`src/rtl/restador_seq_if.sv`:
```
// Handshake bus for the sequential subtractor: operand side (in_*), result side (out_*) and status.
interface restador_seq_if #(
    parameter int unsigned WIDTH = 16
);
    logic             in_valid;
    logic             in_ready;
    logic [WIDTH-1:0] A;
    logic [WIDTH-1:0] B;
    logic             out_valid;
    logic             out_ready;
    logic [WIDTH-1:0] C;
    logic             borrow;
    logic             zero;
    logic             overflow;
    logic             busy;

    modport master (
        output in_valid, A, B, out_ready,
        input  in_ready, out_valid, C, borrow, zero, overflow, busy
    );

    modport slave (
        input  in_valid, A, B, out_ready,
        output in_ready, out_valid, C, borrow, zero, overflow, busy
    );
endinterface

```
`src/rtl/restador_seq.sv`:
```
// Multi-cycle subtractor: C = A + ~B + 1, one SLICE-bit ripple slice per clock, LSB slice first.
// Optional macro RESTADOR_SAT_EN clamps C to zero on unsigned borrow.
module restador_seq #(
    parameter int unsigned WIDTH = 16,
    parameter int unsigned SLICE = 4
) (
    input logic           clk,
    input logic           rst_n,
    restador_seq_if.slave bus
);
    localparam int unsigned N     = WIDTH / SLICE;
    localparam int unsigned IDX_W = (N > 1) ? $clog2(N) : 1;
    localparam int unsigned SUM_W = SLICE + 1;
    localparam logic [IDX_W-1:0] LAST_IDX = IDX_W'(N - 1);

    typedef enum logic [1:0] {S_IDLE, S_CALC, S_DONE} state_e;

    state_e           state_q;
    logic [WIDTH-1:0] opa_q;
    logic [WIDTH-1:0] opb_q;
    logic [WIDTH-1:0] res_q;
    logic [WIDTH-1:0] c_q;
    logic [IDX_W-1:0] idx_q;
    logic             carry_q;
    logic             sign_a_q;
    logic             sign_b_q;
    logic             in_ready_q;
    logic             out_valid_q;
    logic             busy_q;
    logic             borrow_q;
    logic             zero_q;
    logic             overflow_q;

    logic [SLICE-1:0] a_sl_c;
    logic [SLICE-1:0] b_sl_c;
    logic [SUM_W-1:0] sum_c;
    logic [WIDTH-1:0] res_c;
    logic [WIDTH-1:0] c_fin_c;
    logic             borrow_c;
    int unsigned      base_c;

    // Current slice add and the result register as it will look after this slice.
    always_comb begin
        base_c   = 32'(idx_q) * SLICE;
        a_sl_c   = opa_q[base_c +: SLICE];
        b_sl_c   = opb_q[base_c +: SLICE];
        sum_c    = SUM_W'(a_sl_c) + SUM_W'(b_sl_c) + SUM_W'(carry_q);
        res_c    = res_q;
        res_c[base_c +: SLICE] = sum_c[SLICE-1:0];
        borrow_c = ~sum_c[SLICE];
`ifdef RESTADOR_SAT_EN
        c_fin_c  = borrow_c ? '0 : res_c;
`else
        c_fin_c  = res_c;
`endif
    end

    always_ff @(posedge clk) begin
        if (!rst_n) begin
            state_q     <= S_IDLE;
            opa_q       <= '0;
            opb_q       <= '0;
            res_q       <= '0;
            c_q         <= '0;
            idx_q       <= '0;
            carry_q     <= 1'b0;
            sign_a_q    <= 1'b0;
            sign_b_q    <= 1'b0;
            in_ready_q  <= 1'b1;
            out_valid_q <= 1'b0;
            busy_q      <= 1'b0;
            borrow_q    <= 1'b0;
            zero_q      <= 1'b0;
            overflow_q  <= 1'b0;
        end else begin
            case (state_q)
                S_IDLE: begin
                    if (bus.in_valid && in_ready_q) begin
                        opa_q      <= bus.A;
                        opb_q      <= ~bus.B;
                        sign_a_q   <= bus.A[WIDTH-1];
                        sign_b_q   <= bus.B[WIDTH-1];
                        carry_q    <= 1'b1;
                        idx_q      <= '0;
                        in_ready_q <= 1'b0;
                        busy_q     <= 1'b1;
                        state_q    <= S_CALC;
                    end
                end
                S_CALC: begin
                    res_q   <= res_c;
                    carry_q <= sum_c[SLICE];
                    idx_q   <= IDX_W'(idx_q + 1'b1);
                    if (idx_q == LAST_IDX) begin
                        // Flags use the raw difference; only C and zero see saturation.
                        c_q         <= c_fin_c;
                        borrow_q    <= borrow_c;
                        zero_q      <= (c_fin_c == '0);
                        overflow_q  <= (sign_a_q != sign_b_q) && (res_c[WIDTH-1] != sign_a_q);
                        out_valid_q <= 1'b1;
                        state_q     <= S_DONE;
                    end
                end
                S_DONE: begin
                    if (out_valid_q && bus.out_ready) begin
                        out_valid_q <= 1'b0;
                        in_ready_q  <= 1'b1;
                        busy_q      <= 1'b0;
                        state_q     <= S_IDLE;
                    end
                end
                default: begin
                    state_q     <= S_IDLE;
                    in_ready_q  <= 1'b1;
                    out_valid_q <= 1'b0;
                    busy_q      <= 1'b0;
                end
            endcase
        end
    end

    assign bus.in_ready  = in_ready_q;
    assign bus.out_valid = out_valid_q;
    assign bus.C         = c_q;
    assign bus.borrow    = borrow_q;
    assign bus.zero      = zero_q;
    assign bus.overflow  = overflow_q;
    assign bus.busy      = busy_q;
endmodule

```
`src/flat_wrapper.sv`:
```
// flat-port wrapper written by rule: the top's interface ports become plain ports
module restador_seq_flat 
#(
    parameter int unsigned WIDTH = 16,
    parameter int unsigned SLICE = 4
)
  (clk, rst_n, bus_in_valid, bus_A, bus_B, bus_out_ready, bus_in_ready, bus_out_valid, bus_C, bus_borrow, bus_zero, bus_overflow, bus_busy);
  restador_seq_if #(.WIDTH(WIDTH)) bus_i ();
  input logic clk;
  input logic rst_n;
  input wire logic [$bits(bus_i.in_valid)-1:0] bus_in_valid;
  input wire logic [$bits(bus_i.A)-1:0] bus_A;
  input wire logic [$bits(bus_i.B)-1:0] bus_B;
  input wire logic [$bits(bus_i.out_ready)-1:0] bus_out_ready;
  output wire logic [$bits(bus_i.in_ready)-1:0] bus_in_ready;
  output wire logic [$bits(bus_i.out_valid)-1:0] bus_out_valid;
  output wire logic [$bits(bus_i.C)-1:0] bus_C;
  output wire logic [$bits(bus_i.borrow)-1:0] bus_borrow;
  output wire logic [$bits(bus_i.zero)-1:0] bus_zero;
  output wire logic [$bits(bus_i.overflow)-1:0] bus_overflow;
  output wire logic [$bits(bus_i.busy)-1:0] bus_busy;
  assign bus_i.in_valid = bus_in_valid;
  assign bus_i.A = bus_A;
  assign bus_i.B = bus_B;
  assign bus_i.out_ready = bus_out_ready;
  assign bus_in_ready = bus_i.in_ready;
  assign bus_out_valid = bus_i.out_valid;
  assign bus_C = bus_i.C;
  assign bus_borrow = bus_i.borrow;
  assign bus_zero = bus_i.zero;
  assign bus_overflow = bus_i.overflow;
  assign bus_busy = bus_i.busy;
  restador_seq #(.WIDTH(WIDTH), .SLICE(SLICE)) u_core (.clk(clk), .rst_n(rst_n), .bus(bus_i));
endmodule
```
`config.mk`:
```
export PLATFORM = sky130hd
export DESIGN_NAME = restador_seq_flat
export DESIGN_NICKNAME = d
export VERILOG_FILES = /design/src/rtl/restador_seq_if.sv /design/src/rtl/restador_seq.sv /design/src/flat_wrapper.sv
export SDC_FILE = /design/constraint.sdc
export NUM_CORES = 1
export LEC_CHECK = 0
export ABC_CLOCK_PERIOD_IN_PS = 8800
export CAP_MARGIN = 5
export CELL_PAD_IN_SITES_DETAIL_PLACEMENT = 0
export CELL_PAD_IN_SITES_GLOBAL_PLACEMENT = 1
export CORE_ASPECT_RATIO = 0.9
export CORE_UTILIZATION = 43
export DETAILED_ROUTE_END_ITERATION = 12
export PLACE_DENSITY_LB_ADDON = 0.12
export SLEW_MARGIN = 20
export SYNTH_ARGS = -nofsm -noshare
export SYNTH_HDL_FRONTEND = slang
export SYNTH_SLANG_ARGS = --single-unit
```
`constraint.sdc`:
```
create_clock -name clk -period 8.8 [get_ports clk]
set_clock_uncertainty 0.05 [all_clocks]
set_input_delay 1.76 -clock clk [delete_from_list [all_inputs] [get_ports clk]]
set_output_delay 1.76 -clock clk [all_outputs]
set_load 0.02 [all_outputs]
```
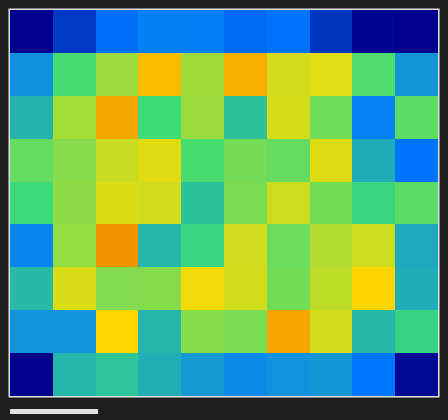
**Above:** run 1 (cell area per tile).
Bar = 20 um. 10 x 9 tiles, from dark blue (low) to red (high), 0 to 100% covered.
The fullest tile reaches 83%. The mean over all tiles is 49%. 5.6% of the tiles are nearly empty. 7.8% of the tiles are over 75% full. The emptiest ninth of the die: upper right.

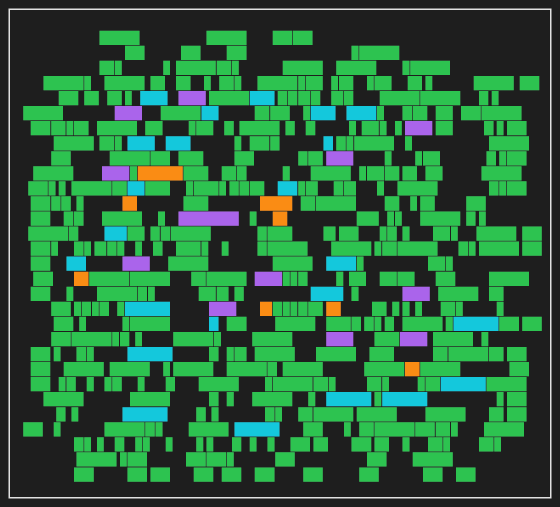
**Above:** run 1 (drive-strength map).
drive 1 or less: in green, cells 397, most used dfxtp_1. drive 3 to 4: in orange, cells 8, most used buf_4. drive 2: in cyan, cells 23, most used mux4_2. drive 6 and up: in purple, cells 12, most used clkbuf_8.

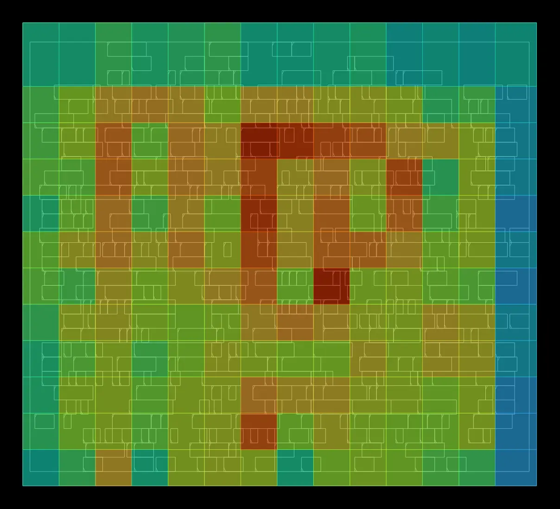
**Above:** run 1 (routing congestion map).
met3 usage: 0.0463
gr usage total: 0.200

==> deck_impl_summary.md, run 1 <==
Physical Implementation Snapshot

Die
  • Chip area: 8580 um^2
  • Die Height: between 80 and 90 um
  • Core Area: 7730 um^2
  • Initial Util: 0.457
  • Io pins: 58

GRT
  • Global routing usage on met1: 0.292
  • Total gr overflow: 0
  • Busiest grt layer: met1
  • Pin count of the biggest net entering global routing: 68
  • Vias in the first global route: 2671

Setup path
  • Most frequent CP cell: fa_1
  • CP Buf/Inv Count: 1
  • Worst setup path startpoint: u_core.idx_q[1]
  • Slowest Stage Delay on Critical Path: 0.79 ns
  • CP Class: reg2reg
  • Crit Reg-Reg Endpoint: u_core.bus.C[5]
  • Crit-path cells: mux4_2, fa_1, inv_1, fa_1, nor3_1, mux2i_1, a211oi_1
  • Slowest-stage cell, CP: dfxtp_1
  • CP top delay family: adder cells
  • Setup crit end kind: register
  • Crit start category: register
  • Worst Path Max Fanout: 13

Synth
  • Avg Cell Area, Syn: 9.04 um^2
  • Seq share, synth: 0.431
  • Area share, top type: 0.431
  • Warnings from Yosys: 0
  • Yosys stat cell total: about 390
  • Post-synthesis async set-or-reset flop share: 0
  • Unique cell types: 56
  • Synth Flop Type: dfxtp_1
  • Mapped Cells: roughly 400
  • Yosys synthesis chip area: 3530 um^2
  • Yosys top cell by area: dfxtp_1

Place
  • Dpl hpwl: between 5000 and 6000 um
  • Routability cong.: 0.803
  • Placed insts: 520
  • I/O Buffers: 57

Cells and area
  • Dominant logic cell type in the layout: dfxtp_1
  • Nets: 482
  • Layout cell share with drive strength beyond 1: 0.0977
  • Area growth syn-to-layout: 22.1%
  • Fin util: 0.558
  • Most frequent logic cells in the routed design: 76 x dfxtp_1, 57 x clkdlybuf4s50_1, 54 x nor2_1
  • Layout Cells excl Fill: 536

Drt
  • DR iter-0 viols: 169
  • Routed met2 length: 3320 um
  • Metal-1 WL: 4260 um
  • Routed wire length: ~8000 um
  • Remaining antenna violation count after routing: 0
  • Via total after detailed routing: 2938

Clock tree
  • Clock root cell: clkbuf_8
  • Htree depth: 3
  • Setup Buffers After CTS: 0
  • Clock buffer count from CTS: 9
  • Resized cells post-CTS: 0
  • Clock Tree Buf Depth: 2
  • Clk Latency, worst-skew pair: around 0.35 ns
  • Hold Buf Count CTS: 0
  • CTS sink count: 76
  • Clock Pin Slew Worst Setup and Hold Paths: roughly 0.070 ns

Timing
  • Slew Limit Headroom: 0.492
  • Final min period: 3.18 ns
  • Fmax: ~0.31 GHz
  • Unrepaired setup endpoints after global routing: no
  • Finish-stage setup viols: 0
  • Cycle use final: 0.361
  • Fin Setup TNS: 0 ns

Power and ir drop
  • Seq group: 373 uW
  • Sw Ratio: 0.276
  • Clock power share: 0.350
  • Clock group: 273 uW
  • NetSw: 215 uW
  • PD cells: between 150 and 200 nW/um^2
  • Pleak: around 0.0015 uW

Run status
  • Status: finished clean

Worst hold path
  • Hold EP: u_core.opa_q[6]

Flow run
  • Maxcap violations: 0
[run 1: final cells by class]
type                            instances  area (um^2)
Fill cell                             734         3420
Multi-Input combinational cell        273         1810
Clock inverter                          4         47.5
Clock buffer                           12          155
Timing Repair Buffer                   61          601
Tap cell                               96          120
Inverter                               14         55.1
Sequential cell                        76         1520
[run 1: through the flow]
stage,hold WS [ns],worst slack (ns),power (uW)
CTS,0.406,5.62,787
floorplan,0.383,5.95,472
global placement,0.393,5.11,512
finish,0.407,5.62,780
detailed placement,0.396,5.35,514
global route,0.434,5.42,823
[run 1: kinds of logic (layout without fill, tap and decap cells)]
family                   count (synthesis)  count (layout)  synth area share
AND/OR/NAND/NOR                        145             145             0.195
AND-OR/OR-AND                           99              99             0.186
flip-flops                              76              76             0.431
buffers and inverters                   42              91            0.0584
multiplexers                            15              15            0.0768
adder cells (fa/ha/maj)                 11              11            0.0432
XOR/XNOR                                 3               3           0.00956
[run 1: how the worst max path moves through the flow]
stage	slack, ns	cells past startpoint	end
final	5.62	7	u_core.bus.C[5]
after global placement	5.11	3	u_core.bus.C[1]
after global routing	5.42	7	u_core.bus.C[5]
after CTS	5.62	7	u_core.bus.C[5]
after floorplan	5.95	9	u_core.bus.C[5]
after detailed placement	5.35	5	u_core.idx_q[1]
[run 1: cells in the mapped netlist, drive strengths merged, types with 2 or more instances]
master	instances
dfxtp	76
nor2	54
nand2	52
a21oi	32
a211oi	26
buf	15
inv	14
clkbuf	13
o21ai	13
nor3	11
ha	9
mux4	8
a22oi	7
mux2i	6
a221oi	5
nand3	5
nand3b	4
a32oi	3
and4bb	3
nor2b	3
o221ai	3
a31oi	2
and2b	2
fa	2
nand2b	2
o31ai	2
xor2	2
**Run 1: wire density map**

Bar = 20 um. 20 x 18 tiles, from dark blue (low) to red (high), scaled to the fullest tile. Values are wire area over tile area, all layers added.
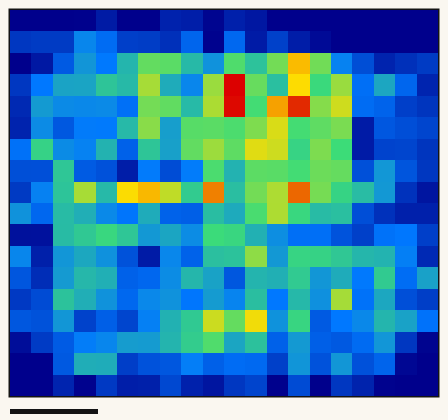

--- run 2 (diff from run 1) ---
--- a/config.mk
+++ b/config.mk
@@ -5,12 +5,12 @@
 export SDC_FILE = /design/constraint.sdc
 export NUM_CORES = 1
 export LEC_CHECK = 0
-export ABC_CLOCK_PERIOD_IN_PS = 8800
+export ABC_CLOCK_PERIOD_IN_PS = 3300
 export CAP_MARGIN = 5
 export CELL_PAD_IN_SITES_DETAIL_PLACEMENT = 0
 export CELL_PAD_IN_SITES_GLOBAL_PLACEMENT = 1
 export CORE_ASPECT_RATIO = 0.9
-export CORE_UTILIZATION = 43
+export CORE_UTILIZATION = 40
 export DETAILED_ROUTE_END_ITERATION = 12
 export PLACE_DENSITY_LB_ADDON = 0.12
 export SLEW_MARGIN = 20
==> constraint.sdc (replaced) <==
create_clock -name clk -period 3.3 [get_ports clk]
set_clock_uncertainty 0.05 [all_clocks]
set_input_delay 0.66 -clock clk [delete_from_list [all_inputs] [get_ports clk]]
set_output_delay 0.66 -clock clk [all_outputs]
set_load 0.02 [all_outputs]
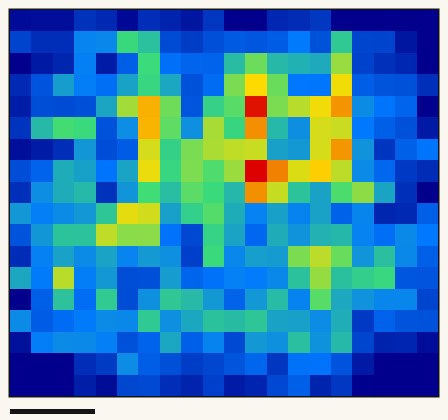
**Above:** run 2 (wire density map).
Bar = 20 um. 20 x 18 tiles, from dark blue (low) to red (high), scaled to the fullest tile. Values are wire area over tile area, all layers added.
7.5% of the tiles are nearly empty. The densest ninth of the die: center. The mean over all tiles is 0.14. The fullest tile reaches 0.48. 16% of the tiles are over half the peak.

==> deck_impl_summary.md, run 2 <==
Physical Implementation Snapshot

Run status
  • Status: finished clean

Clock tree
  • Clock Tree Buf Depth: 2 (unchanged)
  • Resized cells post-CTS: 0 (unchanged)
  • CTS sink count: 76 (unchanged)
  • Setup Buffers After CTS: 0 (unchanged)
  • TritonCTS clock tree: done
  • Htree depth: 3 (unchanged)
  • Clk Latency, worst-skew pair: 0.35 ns (about the same)
  • Clock Pin Slew Worst Setup and Hold Paths: 0.07 ns (about the same)
  • Clock root cell: clkbuf_8
  • Clock buffer count from CTS: 9 (unchanged)
  • Hold Buf Count CTS: 0 (unchanged)

Synth
  • Mux share: 0.0768 (unchanged)
  • Commonest cells post-synth: 76 x dfxtp_1, 54 x nor2_1, 52 x nand2_1
  • Unique cell types: 56 (unchanged)
  • Synth Cell Area: around 3500 um^2
  • XOR/XNOR Fraction of Synth Area: 0.00956 (unchanged)
  • Post-synthesis register bit count: between 70 and 80
  • Synth Area in Simple Gates: 0.195 (unchanged)
  • Yosys synthesis chip area: 3530 um^2 (unchanged)
  • Post-synthesis async set-or-reset flop share: 0 (unchanged)
  • Post-Synth AOI/OAI Area: 0.186 (unchanged)
  • Main logic family: simple AND/OR/NAND/NOR gates
  • Seq share, synth: 0.431 (unchanged)
  • Warnings from Yosys: 0 (unchanged)
  • Adder Share, Synth: 0.0432 (unchanged)
  • Count leader, synth: dfxtp_1
  • Area share, top type: 0.431 (unchanged)
  • Yosys top cell by area: dfxtp_1
  • Avg Cell Area, Syn: 9.04 um^2 (unchanged)
  • Mapped Cells: 391 (unchanged)
  • Yosys stat cell total: 391 (unchanged)
  • Synth Flop Type: dfxtp_1

Setup path
  • CP top delay family: adder cells
  • Slowest Stage Delay on Critical Path: 0.57 ns (-0.22 ns)
  • Setup crit end kind: register
  • CP Buf/Inv Count: 1 (unchanged)
  • Worst Path Max Fanout: 8 (-5)
  • Worst setup path startpoint: u_core.idx_q[1]
  • Crit-path cells: mux4_2, fa_1, inv_1, fa_1, nor3_1, mux2i_1, a211oi_1
  • Crit start category: register
  • CP Class: reg2reg
  • Slowest-stage cell, CP: dfxtp_1
  • CP required: 3.51 ns
  • Most frequent CP cell: fa_1
  • Worst reg2reg setup slack: ~0.46 ns

Timing
  • Finish-stage setup viols: 0 (unchanged)
  • Final min period: 2.84 ns (-0.341 ns)
  • Fin Setup TNS: 0 ns (unchanged)
  • Measured slew at the worst slew-check pin: 0.762 ns
  • Fmax: 0.352 GHz (+12%)
  • Unrepaired setup endpoints after global routing: no
  • Cycle use final: 0.861 (+0.499)
  • Slew Limit Headroom: 0.492 (-0.000578)

Worst hold path
  • Min-delay src: u_core.opa_q[4]
  • Hold Crit Class: reg2reg

Cells and area
  • Layout cell share with drive strength beyond 1: 0.0995 (+0.00182)
  • Finished Cell Area: 4380 um^2
  • Seq area share: 0.347 (-0.00574)
  • Nets: 485 (+0.62%)
  • Layout non-clock buf frac: 0.145 (+0.00573)
  • Non-clock inverters: 14 (unchanged)
  • Area growth syn-to-layout: 24.1%
  • MI comb cells: 273 (unchanged)
  • Dominant logic cell type in the layout: dfxtp_1
  • Largest class: multi-input combinational cells
  • Non-CTS buffers: 64 (+4.9%)
  • Clock-cell share of area: 0.0491 (+0.00209)
  • Combinational fraction of the cell area: 0.413 (-0.00741)
  • Fill count: 875 (+19%)
  • Clock buffer cells: 11 (-1)
  • Flip-flop and latch count: 76 (unchanged)
  • Register area: 1520 um^2 (unchanged)
  • Most frequent logic cells in the routed design: 76 x dfxtp_1, 57 x clkdlybuf4s50_1, 54 x nor2_1
  • Gate Area: 1810 um^2 (-0.14%)

Power and ir drop
  • Pint: approximately 1600 uW
  • Clock power share: 0.366 (+0.016)
  • NetSw: 572 uW (+170%)
  • PD cells: 487 nW/um^2 (+170%)
  • Pleak: 0.00157 uW (+1.7%)
  • Sw Ratio: 0.268 (-0.00794)

Die
  • Die Height: 91.2 um (+3.6%)
  • Die width: ~100 um
  • Io pins: 58 (unchanged)
  • Chip area: 9210 um^2 (+7.3%)
  • Well Taps: 119 (+24%)
  • Initial Util: 0.412 (-0.0446)
  • Core Area: 8570 um^2 (+11%)

Flow run
  • Maxcap violations: 0 (unchanged)
  • Stage-log warning count: 31

GRT
  • Antenna violations before repair: 0
  • Gr usage total: 0.196 (-0.00317)
  • Total gr overflow: 0 (unchanged)
  • First-pass GRT wire length: about 14000 um
  • Pin count of the biggest net entering global routing: 68 (unchanged)
  • Vias in the first global route: 2816 (+5.4%)

Place
  • I/O Buffers: 57 (unchanged)
  • Routability cong.: 0.789 (-1.6%)
  • Dpl hpwl: 5650 um (+5.0%)

Drt
  • Remaining antenna violation count after routing: 0 (unchanged)
  • DR iter-0 viols: 130 (-23%)
  • Vias per cell: 5.23
  • Via total after detailed routing: 2936 (-0.068%)
  • Routed wire length: 8330 um (+3.6%)
## run 2: power groups by stage
| stage | sequential, uW | combinational, uW | clock [uW] |
|---|---|---|---|
| after floorplan | 1010 | 250 | 0 |
| after global placement | 1020 | 351 | 0 |
| after detailed placement | 1020 | 356 | 0 |
| after CTS | 998 | 358 | 797 |
| after global routing | 1010 | 394 | 837 |
| final | 998 | 355 | 782 |
## run 2: worst register-to-register path, delay by kind of cell (launching register included)
family          cells  cell delay, ns
compound gates      1            0.25
mux                 2            0.72
flops               1            0.57
fa+ha+maj           2            0.86
buf+inv             1            0.09
simple gates        1            0.22
## run 2: cells by family after synthesis
kind of cell / count (synthesis)
AOI/OAI and AO/OA: 99
xor gates and xnor gates: 3
adders and majority gates: 11
buffers and inverters: 42
DFF: 76
muxes: 15
and+or+nand+nor: 145
## run 2: through the flow
| step | setup WS (ns) | hold slack (ns) | util | cells | power, uW |
|---|---|---|---|---|---|
| finish | 0.460 | 0.405 | 0.512 | 561 | 2130 |
| global route | 0.251 | 0.430 | 0.512 | 561 | 2240 |
| CTS | 0.421 | 0.407 | 0.512 | 561 | 2150 |
| detailed placement | 0.441 | 0.397 | 0.487 | 546 | 1370 |
| global placement | 0.585 | 0.398 | 0.487 | 546 | 1370 |
| floorplan | 0.446 | 0.383 | - | 391 | 1260 |
## run 2: layer usage
metal  vias to the layer above  share of wire  GRT usage
li1                       1470              -          -
met1                      1386           0.52      0.278
met2                        71           0.43      0.298
met3                         9          0.041     0.0485
met4                         0          0.010     0.0471
met5                         -              0          0
## run 2: final timing paths
check	endpoint	cells past startpoint
setup reg to reg	u_core.res_q[5]	7
hold / removal	u_core.opa_q[4]	2
hold reg to reg	u_core.opa_q[4]	2
setup / recovery	u_core.res_q[5]	7
Power and IR drop assume default switching activity.
